===== config.mk =====
export PLATFORM = sky130hd
export DESIGN_NAME = lab2_sequencer_flat
export DESIGN_NICKNAME = d
export VERILOG_FILES = /design/src/rtl/lab2_sequencer_if.sv /design/src/rtl/lab2_sequencer.sv /design/src/flat_wrapper.sv
export SDC_FILE = /design/constraint.sdc
export NUM_CORES = 1
export LEC_CHECK = 0
export CORE_MARGIN = 4
export CORE_UTILIZATION = 34
export DETAILED_ROUTE_END_ITERATION = 8
export GPL_TIMING_DRIVEN = 0
export MAX_ROUTING_LAYER = met4
export PLACE_DENSITY_LB_ADDON = 0.1
export SETUP_SLACK_MARGIN = 0.15
export SLEW_MARGIN = 20
export SYNTH_ARGS = -nofsm -noshare
export SYNTH_HDL_FRONTEND = slang
export SYNTH_SLANG_ARGS = --single-unit
export TNS_END_PERCENT = 20

===== constraint.sdc =====
create_clock -name clk -period 3.96 [get_ports clk]
set_input_delay 0.396 -clock clk [delete_from_list [all_inputs] [get_ports clk]]
set_output_delay 0.396 -clock clk [all_outputs]
set_load 0.02 [all_outputs]

===== src/rtl/lab2_sequencer_if.sv =====
// lab2_sequencer_if: bundles the sequencer's control/status and stimulus/response
// signals.
//   start     : request one full 8-vector sweep
//   a, b, c   : stimulus to the unit under test ({a,b,c} = vector index)
//   x, y      : response from the unit under test
//   busy      : sweep in progress
//   done      : sweep complete, results valid until next accepted start
//   results   : captured {x,y} for vector i in bits [2i+1:2i]
//   pass/fail : golden comparison verdict
//   fail_idx  : index of the first mismatching vector
// master = sequencer side, slave = environment / unit-under-test side.
interface lab2_sequencer_if;
  logic        start;
  logic        a;
  logic        b;
  logic        c;
  logic        x;
  logic        y;
  logic        busy;
  logic        done;
  logic [15:0] results;
  logic        pass;
  logic        fail;
  logic [2:0]  fail_idx;

  modport master (
    input  start, x, y,
    output a, b, c, busy, done, results, pass, fail, fail_idx
  );

  modport slave (
    output start, x, y,
    input  a, b, c, busy, done, results, pass, fail, fail_idx
  );
endinterface


===== src/rtl/lab2_sequencer.sv =====
// lab2_sequencer: drives all 8 input vectors {a,b,c} to a 3-input combinational
// unit, holds each for DWELL cycles, samples {x,y} on the last cycle of each
// vector and optionally compares the captured table against EXPECTED.
//   clk     : single clock, rising edge
//   rst_n   : asynchronous active-low reset
//   bus     : lab2_sequencer_if.master (start, a/b/c, x/y, busy, done,
//             results, pass, fail, fail_idx)
// Optional feature: define LAB2_SEQ_COMPARE_EN to enable golden comparison;
// without it pass/fail/fail_idx are tied to 0 and EXPECTED is unused.
module lab2_sequencer #(
  parameter int unsigned DWELL    = 10,
  parameter logic [15:0] EXPECTED = 16'h0000
) (
  input logic              clk,
  input logic              rst_n,
  lab2_sequencer_if.master bus
);

  localparam int unsigned CNT_W = 8;
  localparam int unsigned IDX_W = 3;
  localparam int unsigned RES_W = 16;

  typedef enum logic [1:0] {
    IDLE = 2'd0,
    RUN  = 2'd1,
    DONE = 2'd2
  } state_t;

  state_t             state_q, state_nxt;
  logic [IDX_W-1:0]   idx_q, idx_nxt;
  logic [CNT_W-1:0]   cnt_q, cnt_nxt;
  logic [IDX_W-1:0]   abc_q, abc_nxt;
  logic               busy_q, busy_nxt;
  logic               done_q, done_nxt;
  logic [RES_W-1:0]   results_q, results_nxt;
  logic               last_sample_c;

  // Last cycle of the current vector's dwell window
  assign last_sample_c = (cnt_q == CNT_W'(DWELL - 1));

`ifdef LAB2_SEQ_COMPARE_EN
  logic               pass_q, pass_nxt;
  logic               fail_q, fail_nxt;
  logic [IDX_W-1:0]   fail_idx_q, fail_idx_nxt;
  logic               mismatch_c;

  // Current sample disagrees with the golden pair for this vector
  assign mismatch_c = ({bus.x, bus.y} != EXPECTED[{idx_q, 1'b0} +: 2]);
`else
  logic               unused_expected;
  assign unused_expected = ^EXPECTED;
`endif

  // Next-state and next-output logic
  always_comb begin
    state_nxt    = state_q;
    idx_nxt      = idx_q;
    cnt_nxt      = cnt_q;
    abc_nxt      = 3'b000;
    busy_nxt     = 1'b0;
    done_nxt     = 1'b0;
    results_nxt  = results_q;
`ifdef LAB2_SEQ_COMPARE_EN
    pass_nxt     = pass_q;
    fail_nxt     = fail_q;
    fail_idx_nxt = fail_idx_q;
`endif
    unique case (state_q)
      IDLE, DONE: begin
        done_nxt = (state_q == DONE);
        if (bus.start) begin
          state_nxt    = RUN;
          idx_nxt      = 3'd0;
          cnt_nxt      = 8'd0;
          busy_nxt     = 1'b1;
          done_nxt     = 1'b0;
          results_nxt  = 16'h0000;
`ifdef LAB2_SEQ_COMPARE_EN
          pass_nxt     = 1'b0;
          fail_nxt     = 1'b0;
          fail_idx_nxt = 3'd0;
`endif
        end
      end
      RUN: begin
        busy_nxt = 1'b1;
        abc_nxt  = idx_q;
        if (last_sample_c) begin
          results_nxt[{idx_q, 1'b0} +: 2] = {bus.x, bus.y};
`ifdef LAB2_SEQ_COMPARE_EN
          // Only the first mismatch is latched; fail stays sticky
          if (mismatch_c && !fail_q) begin
            fail_nxt     = 1'b1;
            fail_idx_nxt = idx_q;
          end
`endif
          cnt_nxt = 8'd0;
          if (idx_q == 3'd7) begin
            // No wrap: idx stays at 7 until the next accepted start
            state_nxt = DONE;
            busy_nxt  = 1'b0;
            done_nxt  = 1'b1;
            abc_nxt   = 3'b000;
`ifdef LAB2_SEQ_COMPARE_EN
            pass_nxt  = !fail_nxt;
`endif
          end else begin
            idx_nxt = idx_q + 3'd1;
            abc_nxt = idx_q + 3'd1;
          end
        end else begin
          cnt_nxt = cnt_q + 8'd1;
        end
      end
      default: begin
        state_nxt = IDLE;
      end
    endcase
  end

  // State and output registers
  always_ff @(posedge clk or negedge rst_n) begin
    if (!rst_n) begin
      state_q    <= IDLE;
      idx_q      <= 3'd0;
      cnt_q      <= 8'd0;
      abc_q      <= 3'b000;
      busy_q     <= 1'b0;
      done_q     <= 1'b0;
      results_q  <= 16'h0000;
`ifdef LAB2_SEQ_COMPARE_EN
      pass_q     <= 1'b0;
      fail_q     <= 1'b0;
      fail_idx_q <= 3'd0;
`endif
    end else begin
      state_q    <= state_nxt;
      idx_q      <= idx_nxt;
      cnt_q      <= cnt_nxt;
      abc_q      <= abc_nxt;
      busy_q     <= busy_nxt;
      done_q     <= done_nxt;
      results_q  <= results_nxt;
`ifdef LAB2_SEQ_COMPARE_EN
      pass_q     <= pass_nxt;
      fail_q     <= fail_nxt;
      fail_idx_q <= fail_idx_nxt;
`endif
    end
  end

  assign bus.a       = abc_q[2];
  assign bus.b       = abc_q[1];
  assign bus.c       = abc_q[0];
  assign bus.busy    = busy_q;
  assign bus.done    = done_q;
  assign bus.results = results_q;
`ifdef LAB2_SEQ_COMPARE_EN
  assign bus.pass     = pass_q;
  assign bus.fail     = fail_q;
  assign bus.fail_idx = fail_idx_q;
`else
  assign bus.pass     = 1'b0;
  assign bus.fail     = 1'b0;
  assign bus.fail_idx = 3'd0;
`endif

endmodule


===== src/flat_wrapper.sv =====
// flat-port wrapper written by rule: the top's interface ports become plain ports
module lab2_sequencer_flat 
#(
  parameter int unsigned DWELL    = 10,
  parameter logic [15:0] EXPECTED = 16'h0000
)
  (clk, rst_n, bus_start, bus_x, bus_y, bus_a, bus_b, bus_c, bus_busy, bus_done, bus_results, bus_pass, bus_fail, bus_fail_idx);
  lab2_sequencer_if bus_i ();
  input logic clk;
  input logic rst_n;
  input wire logic [$bits(bus_i.start)-1:0] bus_start;
  input wire logic [$bits(bus_i.x)-1:0] bus_x;
  input wire logic [$bits(bus_i.y)-1:0] bus_y;
  output wire logic [$bits(bus_i.a)-1:0] bus_a;
  output wire logic [$bits(bus_i.b)-1:0] bus_b;
  output wire logic [$bits(bus_i.c)-1:0] bus_c;
  output wire logic [$bits(bus_i.busy)-1:0] bus_busy;
  output wire logic [$bits(bus_i.done)-1:0] bus_done;
  output wire logic [$bits(bus_i.results)-1:0] bus_results;
  output wire logic [$bits(bus_i.pass)-1:0] bus_pass;
  output wire logic [$bits(bus_i.fail)-1:0] bus_fail;
  output wire logic [$bits(bus_i.fail_idx)-1:0] bus_fail_idx;
  assign bus_i.start = bus_start;
  assign bus_i.x = bus_x;
  assign bus_i.y = bus_y;
  assign bus_a = bus_i.a;
  assign bus_b = bus_i.b;
  assign bus_c = bus_i.c;
  assign bus_busy = bus_i.busy;
  assign bus_done = bus_i.done;
  assign bus_results = bus_i.results;
  assign bus_pass = bus_i.pass;
  assign bus_fail = bus_i.fail;
  assign bus_fail_idx = bus_i.fail_idx;
  lab2_sequencer #(.DWELL(DWELL), .EXPECTED(EXPECTED)) u_core (.clk(clk), .rst_n(rst_n), .bus(bus_i));
endmodule

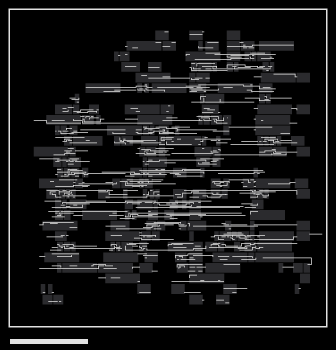
**Above:** met1 routing.
Scale bar: 20 um.
share of all routed wire = 44%
main direction = horizontal
longest straight run = 29.0 um
wire length on this layer = 1,900 um
nets with wire on the layer = 203

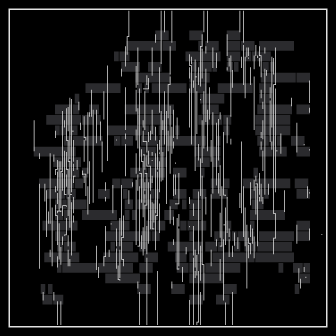
**Above:** met2 routing.
main direction = vertical
share of all routed wire = 51%
longest straight run = 33.2 um
wire length on this layer = 2,200 um
nets with wire on the layer = 200
total number of vias: 1,501
DRT Wirelength: 4310 um
met2 demand-to-capacity share in global routing: 25.1%

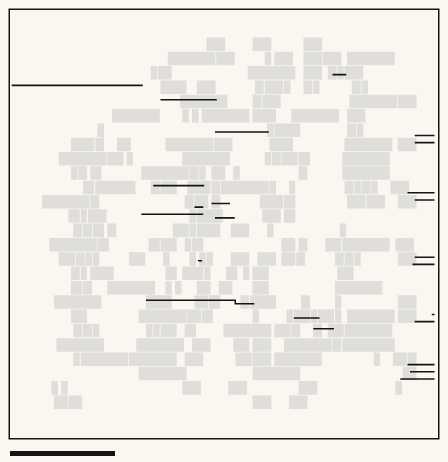
**Above:** metal 3.
Scale bar: 20 um.
longest straight run = 24.6 um
share of all routed wire = 3.4%

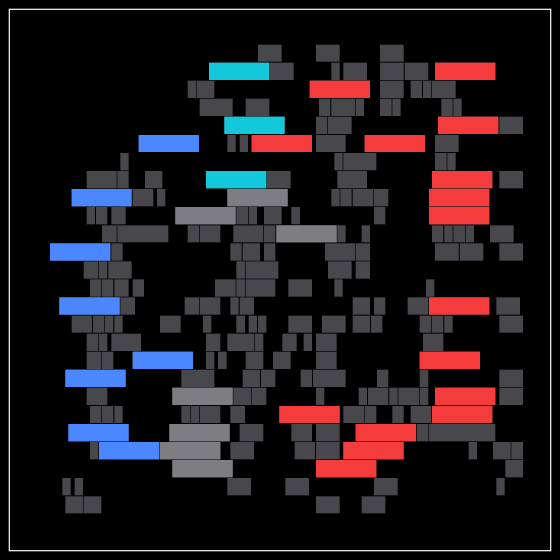
**Above:** register map, names as in the netlist.
u_core.bus.results -> red  # placed flops 16
u_core.cnt_q -> blue  # placed flops 8
u_core.abc_q -> cyan  # placed flops 3
fin util: 44.0%
power attributed to sequential cells: 347 uW

==> job_summary.md <==
### Yosys + OpenROAD results

| Metric | Value |
|---|---|
| Result of the run | complete, no violations |
| Critical path depth in cells | 6 |
| Chip Footprint | about 6600 um2 |
| Worst Slack Setup Final | between 1.5 and 2 ns |
| Port buffer count | 25 |
| Main area contributors after synthesis | sky130_fd_sc_hd__dfrtp_1, sky130_fd_sc_hd__nand2_1, sky130_fd_sc_hd__ha_1 |
| Clock-pin slew on the worst setup and hold paths | about 0.07 ns |
| Post-synthesis share of cell area spent on and-or and or-and gates | ~17% |
| WP data required | approximately 4.1 ns |
| Worst-path cell with the longest stage delay | sky130_fd_sc_hd__nor4_1 |
| DR WL met2 | between 2000 and 2500 um |
| Clock buf/inv share | 3.35% |
| Cells traversed along the worst timing path | inv_1 > ha_1 > ha_1 > nor4_1 > mux2i_1 > o21ai_0 |
| Critical Path Most Common Cell | sky130_fd_sc_hd__ha_1 |
| Number of multi-input combinational cells | 140 |
| Total clock buffers created by CTS | 5 |
| Top contributor to total power | sequential cells |
| End point of the critical path | u_core.bus.results[15] |
| Max cap viols | 0 |
| Clock network power | 235 uW |
| Standard-cell rows | 26 |
| # diodes | 0 |
| Worst Tran Pin Value | a little under 0.6 ns |
| Die Ht | ~80 um |
| Wire length per cell | around 15 um |
| Slack of the worst reg-to-reg path | approximately 1.7 ns |
| Number of design-rule violations left by the first detailed-router iteration | around 61 |
| Detail-routed via count per cell | between 5 and 6 |
| Cell area after technology mapping | between 1500 and 2000 um2 |
| Yosys warning tally | 0 |
| I/O pin count | 31 |
| Synth area leader | sky130_fd_sc_hd__dfrtp_1 |
| Floorplan-stage core utilization | 35.3% |
| Clock period minus final worst setup slack | between 2 and 2.5 ns |
| Highest Clock Rate | 443 MHz |
| Critical R2R Capture | u_core.bus.results[15] |
Power and IR drop assume default switching activity.
